File: config.mk
export PLATFORM = sky130hd
export DESIGN_NAME = pal_cfg_loader
export DESIGN_NICKNAME = d
export VERILOG_FILES = /design/src/rtl/pal_pkg.sv /design/src/rtl/pal_byte_ser.sv /design/src/rtl/pal_cfg_loader.sv
export SDC_FILE = /design/constraint.sdc
export NUM_CORES = 1
export LEC_CHECK = 0
export ABC_AREA = 1
export CORE_ASPECT_RATIO = 1.1
export CORE_MARGIN = 10
export CORE_UTILIZATION = 54
export DETAILED_ROUTE_END_ITERATION = 10
export GPL_TIMING_DRIVEN = 0
export MAX_ROUTING_LAYER = met4
export PLACE_DENSITY = 0.78
export SYNTH_ARGS = -nofsm -noshare
export SYNTH_HDL_FRONTEND = slang
export SYNTH_SLANG_ARGS = --single-unit
File: constraint.sdc
create_clock -name clk -period 2.09 [get_ports clk]
set_input_delay 0.209 -clock clk [delete_from_list [all_inputs] [get_ports clk]]
set_output_delay 0.209 -clock clk [all_outputs]
set_load 0.02 [all_outputs]
File: src/rtl/pal_pkg.sv
// Shared definitions for the PAL configuration path: chain length helpers
// and the loader state encoding. The PAL core uses the same length function,
// so loader and core agree on the image size by construction.
package pal_pkg;

  typedef enum logic [1:0] {
    IDLE,
    FETCH,
    SHIFT,
    DONE
  } pal_state_e;

  // Total configuration bits: AND-plane (true + complement inputs) plus OR-plane.
  function automatic int pal_sr_len(input int n, input int p, input int m);
    return 2 * n * p + p * m;
  endfunction

  // Bytes needed to carry sr_len bits; the last byte may be partially used.
  function automatic int pal_nbytes(input int sr_len);
    return (sr_len + 7) / 8;
  endfunction

endpackage

File: src/rtl/pal_byte_ser.sv
// Byte serialiser: holds one configuration byte and its remaining bit count,
// presenting the current MSB as the serial bit. The register is cleared on the
// final shift so the serial bit idles low between bytes.
module pal_byte_ser (
  input  logic       clk,
  input  logic       res,
  input  logic       clear,
  input  logic       load,
  input  logic       shift,
  input  logic [7:0] data,
  input  logic [3:0] load_cnt,
  output logic       msb,
  output logic       last_bit
);

  logic [7:0] byte_reg;
  logic [3:0] bit_cnt;

  // Capture a new byte, or shift out one bit per cycle MSB first.
  // NOTE: sequential state uses non-blocking assignments so every flop updates from pre-edge values.
  always_ff @(posedge clk) begin
    if (res || clear) begin
      byte_reg <= '0;
      bit_cnt  <= '0;
    end else if (load) begin
      byte_reg <= data;
      bit_cnt  <= load_cnt;
    end else if (shift) begin
      if (last_bit) begin
        byte_reg <= '0;
        bit_cnt  <= '0;
      end else begin
        byte_reg <= {byte_reg[6:0], 1'b0};
        bit_cnt  <= bit_cnt - 4'd1;
      end
    end
  end

  assign msb      = byte_reg[7];
  assign last_bit = (bit_cnt == 4'd1);

endmodule

File: src/rtl/pal_cfg_loader.sv
// Configuration front-end for the PAL core. Accepts image bytes over a
// valid/ready handshake and streams them MSB first into the PAL en/cfg shift
// chain, counting exactly SR_LEN shifted bits before flagging completion.
module pal_cfg_loader
  import pal_pkg::*;
#(
  parameter int N = 8,
  parameter int P = 8,
  parameter int M = 8
) (
  input  logic       clk,
  input  logic       res,
  input  logic       start,
  input  logic [7:0] in_data,
  input  logic       in_valid,
  output logic       in_ready,
  output logic       sr_en,
  output logic       sr_cfg,
  output logic       busy,
  output logic       cfg_done
);

  localparam int SR_LEN      = pal_sr_len(N, P, M);
  localparam int NBYTES      = pal_nbytes(SR_LEN);
  // Bit offset at which the final (possibly partial) byte begins.
  localparam int LAST_OFFSET = (NBYTES - 1) * 8;
  localparam int LAST_BITS   = SR_LEN - LAST_OFFSET;
  localparam int TW          = $clog2(SR_LEN + 1);

  pal_state_e    state;
  logic [TW-1:0] total_cnt;
  logic          accept;
  logic          do_shift;
  logic          last_bit;
  logic          msb;
  logic [3:0]    load_cnt;

  // start masks in_ready so a restart never consumes the byte on offer.
  assign in_ready = (state == FETCH) && !start && !res;
  assign accept   = in_ready && in_valid;
  assign do_shift = (state == SHIFT) && !start && !res;
  // Only the final byte carries fewer than 8 meaningful bits.
  assign load_cnt = (total_cnt == TW'(LAST_OFFSET)) ? 4'(LAST_BITS) : 4'd8;

  pal_byte_ser u_byte_ser (
    .clk      (clk),
    .res      (res),
    .clear    (start),
    .load     (accept),
    .shift    (do_shift),
    .data     (in_data),
    .load_cnt (load_cnt),
    .msb      (msb),
    .last_bit (last_bit)
  );

  // The serial bit comes straight from the byte register flop.
  assign sr_cfg = msb;

  // Load sequencing FSM with registered shift enable and status outputs.
  always_ff @(posedge clk) begin
    if (res) begin
      state     <= IDLE;
      total_cnt <= '0;
      sr_en     <= 1'b0;
      busy      <= 1'b0;
      cfg_done  <= 1'b0;
    end else begin
      case (state)
        IDLE, DONE: begin
          if (start) begin
            state     <= FETCH;
            total_cnt <= '0;
            busy      <= 1'b1;
            cfg_done  <= 1'b0;
          end
        end
        FETCH: begin
          if (start) begin
            total_cnt <= '0;
          end else if (accept) begin
            state <= SHIFT;
            sr_en <= 1'b1;
          end
        end
        SHIFT: begin
          if (start) begin
            state     <= FETCH;
            total_cnt <= '0;
            sr_en     <= 1'b0;
          end else begin
            total_cnt <= total_cnt + TW'(1);
            if (last_bit) begin
              sr_en <= 1'b0;
              if (total_cnt == TW'(SR_LEN - 1)) begin
                state    <= DONE;
                busy     <= 1'b0;
                cfg_done <= 1'b1;
              end else begin
                state <= FETCH;
              end
            end
          end
        end
        default: state <= IDLE;
      endcase
    end
  end

endmodule

### Placement density heat map

Bar = 20 microns. 7 x 7 tiles, from dark blue (low) to red (high), 0 to 100% covered.
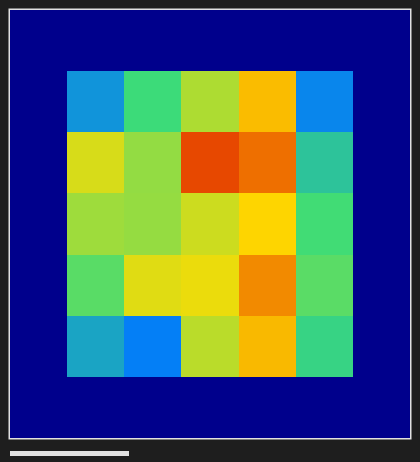
The fullest tile reaches 92%. The mean over all tiles is 31%. 49% of the tiles are nearly empty. 12% of the tiles are over 75% full. The densest ninth of the die: middle.

### Routing congestion map

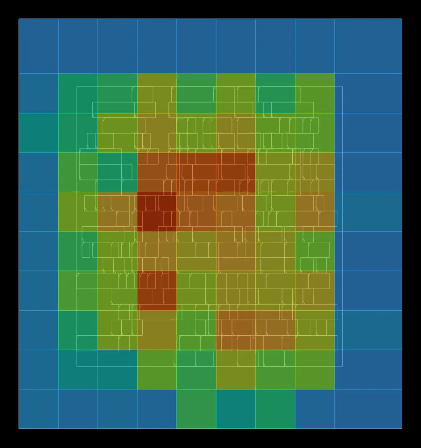
routed len/inst: 12.8 microns
Final Core Density: 67.0%
met3 Use GR: 2.18%
met2 Usage GRT: 21.7%
GR Util All Layers: 12.6%

### Routed metal per tile

Bar = 20 microns. 13 x 14 tiles, from dark blue (low) to red (high), scaled to the fullest tile. Values are wire area over tile area, all layers added.
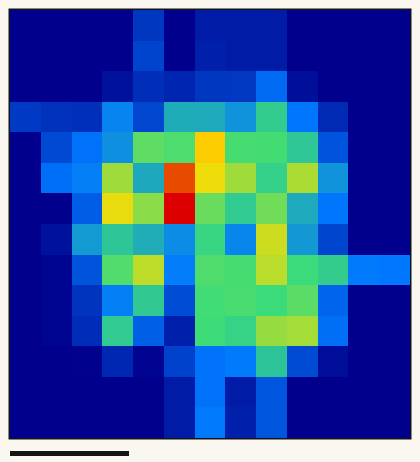
The fullest tile reaches 0.46. 15% of the tiles are over half the peak. The mean over all tiles is 0.089.

### Cells by drive strength

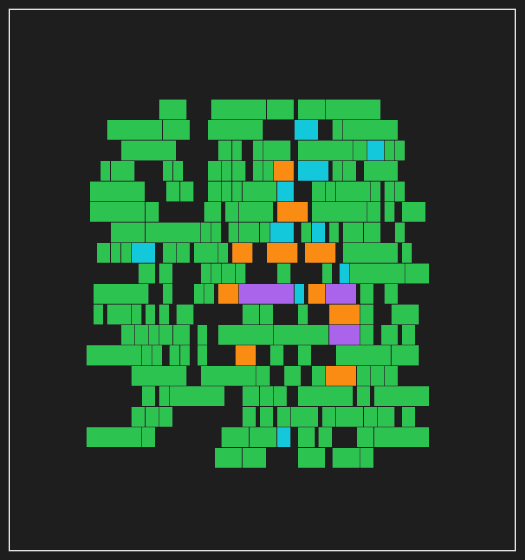
Purple stands for _6 and larger, cells 3. Orange stands for _3 and _4 cells, cells 10. Cyan stands for _2 cells, cells 10. Green stands for _0 and _1 cells, cells 164.

### Cell classes on the final placement

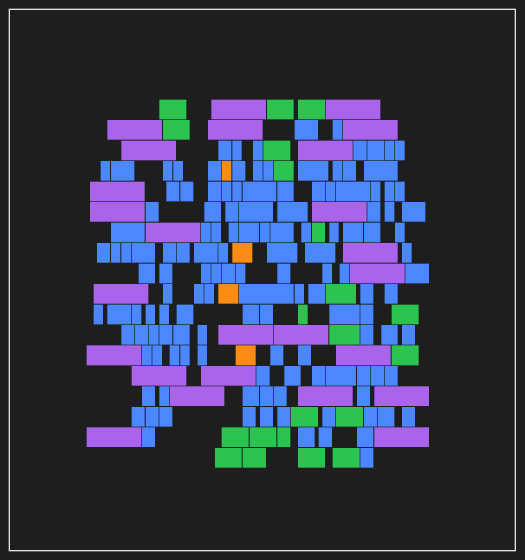
Green stands for remaining buffers and delay cells, cells 21, share of their area 13%. Blue stands for combinational and other logic, cells 137, share of their area 52%. Purple stands for sequential cells, cells 25, share of their area 34%. Orange stands for clock drivers and dummy loads, cells 4, share of their area 1.8%.

==> impl_metrics.tcl <==
# flow metrics
set metrics [dict create \
    detail-route-antenna-nets 0 \
    grt_pass1_wl_microns 4960 \
    fp.dieH_microns 71.7 \
    comb_area_sq_um 704 \
    crit_chain "clkdlybuf4s50_1 -> nor2_4 -> inv_4 -> nor2_8 -> dlygate4sd2_1" \
    power_frac_comb_pct 31.0 \
    io_buffer_count 15 \
    power_leader "sequential cells" \
    ys.flops 25 \
    drv_slew 0 \
    drc 0 \
    fp-row-count 18 \
    htree_levels 1 \
    ys.flop_type "dfxtp_1" \
    critPathBufInv 3 \
    netSwitchingFraction_pct 33.9 \
    crit_path_end_kind "output pin" \
    fp.dieW_microns 67.0 \
    crit_end "in_ready" \
    holdPathStages 3 \
    m1WireLength_microns 1210 \
    instances_no_fill 217 \
    critPathMaxFanout 10 \
    synth_area_sq_mm 0.00131 \
    internal_power_mw 0.703 \
    grt-busiest-layer "met2" \
    wl_microns 2770 \
    slew_headroom_pct 74.2 \
    worst-path-stages 5 \
    yosys-top-cells-count "dfxtp_1 (25), nand2_1 (25), nand3_1 (24)" \
    hold_start "in_valid" \
    status "complete, no violations" \
    hp-class "input pin to flop" \
    gr-total-overflow 0 \
    r2r_cells 11 \
    maxUsedRoutingLayer "met4" \
    initial_core_util_pct 57.6 \
    worstReg2RegEnd "state[1]" \
    startpoint_type "input pin" \
    netlist_instances 168 \
    ctsHoldBuffers 0 \
    synth_seq_share_pct 38.2 \
    slowest_stage "clkdlybuf4s50_1" \
    crit_type "input pin to output pin" \
    power_density_mw_per_mm2 697 \
    placed_cells 213 \
    edf_count 0 \
    via_per_inst 5.53 \
    finalHoldViolations 0 \
    hold_slack_ns 0.281 \
    place_ws_ns -0.0591 \
    clk_pin_slew_ns 0.13 \
    reg2reg_from "state[0]" \
    clkbuf_count 4 \
    clkLatencyLatePin_ns 0.31 \
    syn_area_per_cell_sq_um 7.81 \
    fp_nets 185 \
    antennaDiodeCount 0 \
    critPathRequiredTime_ns 1.88 \
    area_dominant_class "multi-input combinational cells" \
    tns_ns 0 \
    clk-power_mw 0.212 \
    skew_ns 0.00151 \
    taps 30 \
    setup_slack_ns 0.226 \
    vias 1200 \
    pwr-share-clk_pct 19.9 \
    powerComb_mw 0.329 \
    gp_congestion 0.778 \
    async_flop_share_pct 0 \
    cts_buffers 3 \
    die-area_sq_mm 0.00480 \
    use_met1_pct 14.8 \
    numClockSinks 25 \
    cts_root_buf "clkbuf_4" \
    nNonClkInverters 16 \
    seqPwrFrac_pct 49.1 \
    hpwl_microns 2130 \
    top_area_cell "dfxtp_1" \
    grt_pass1_vias 1181 \
]
Power and IR drop assume default switching activity.
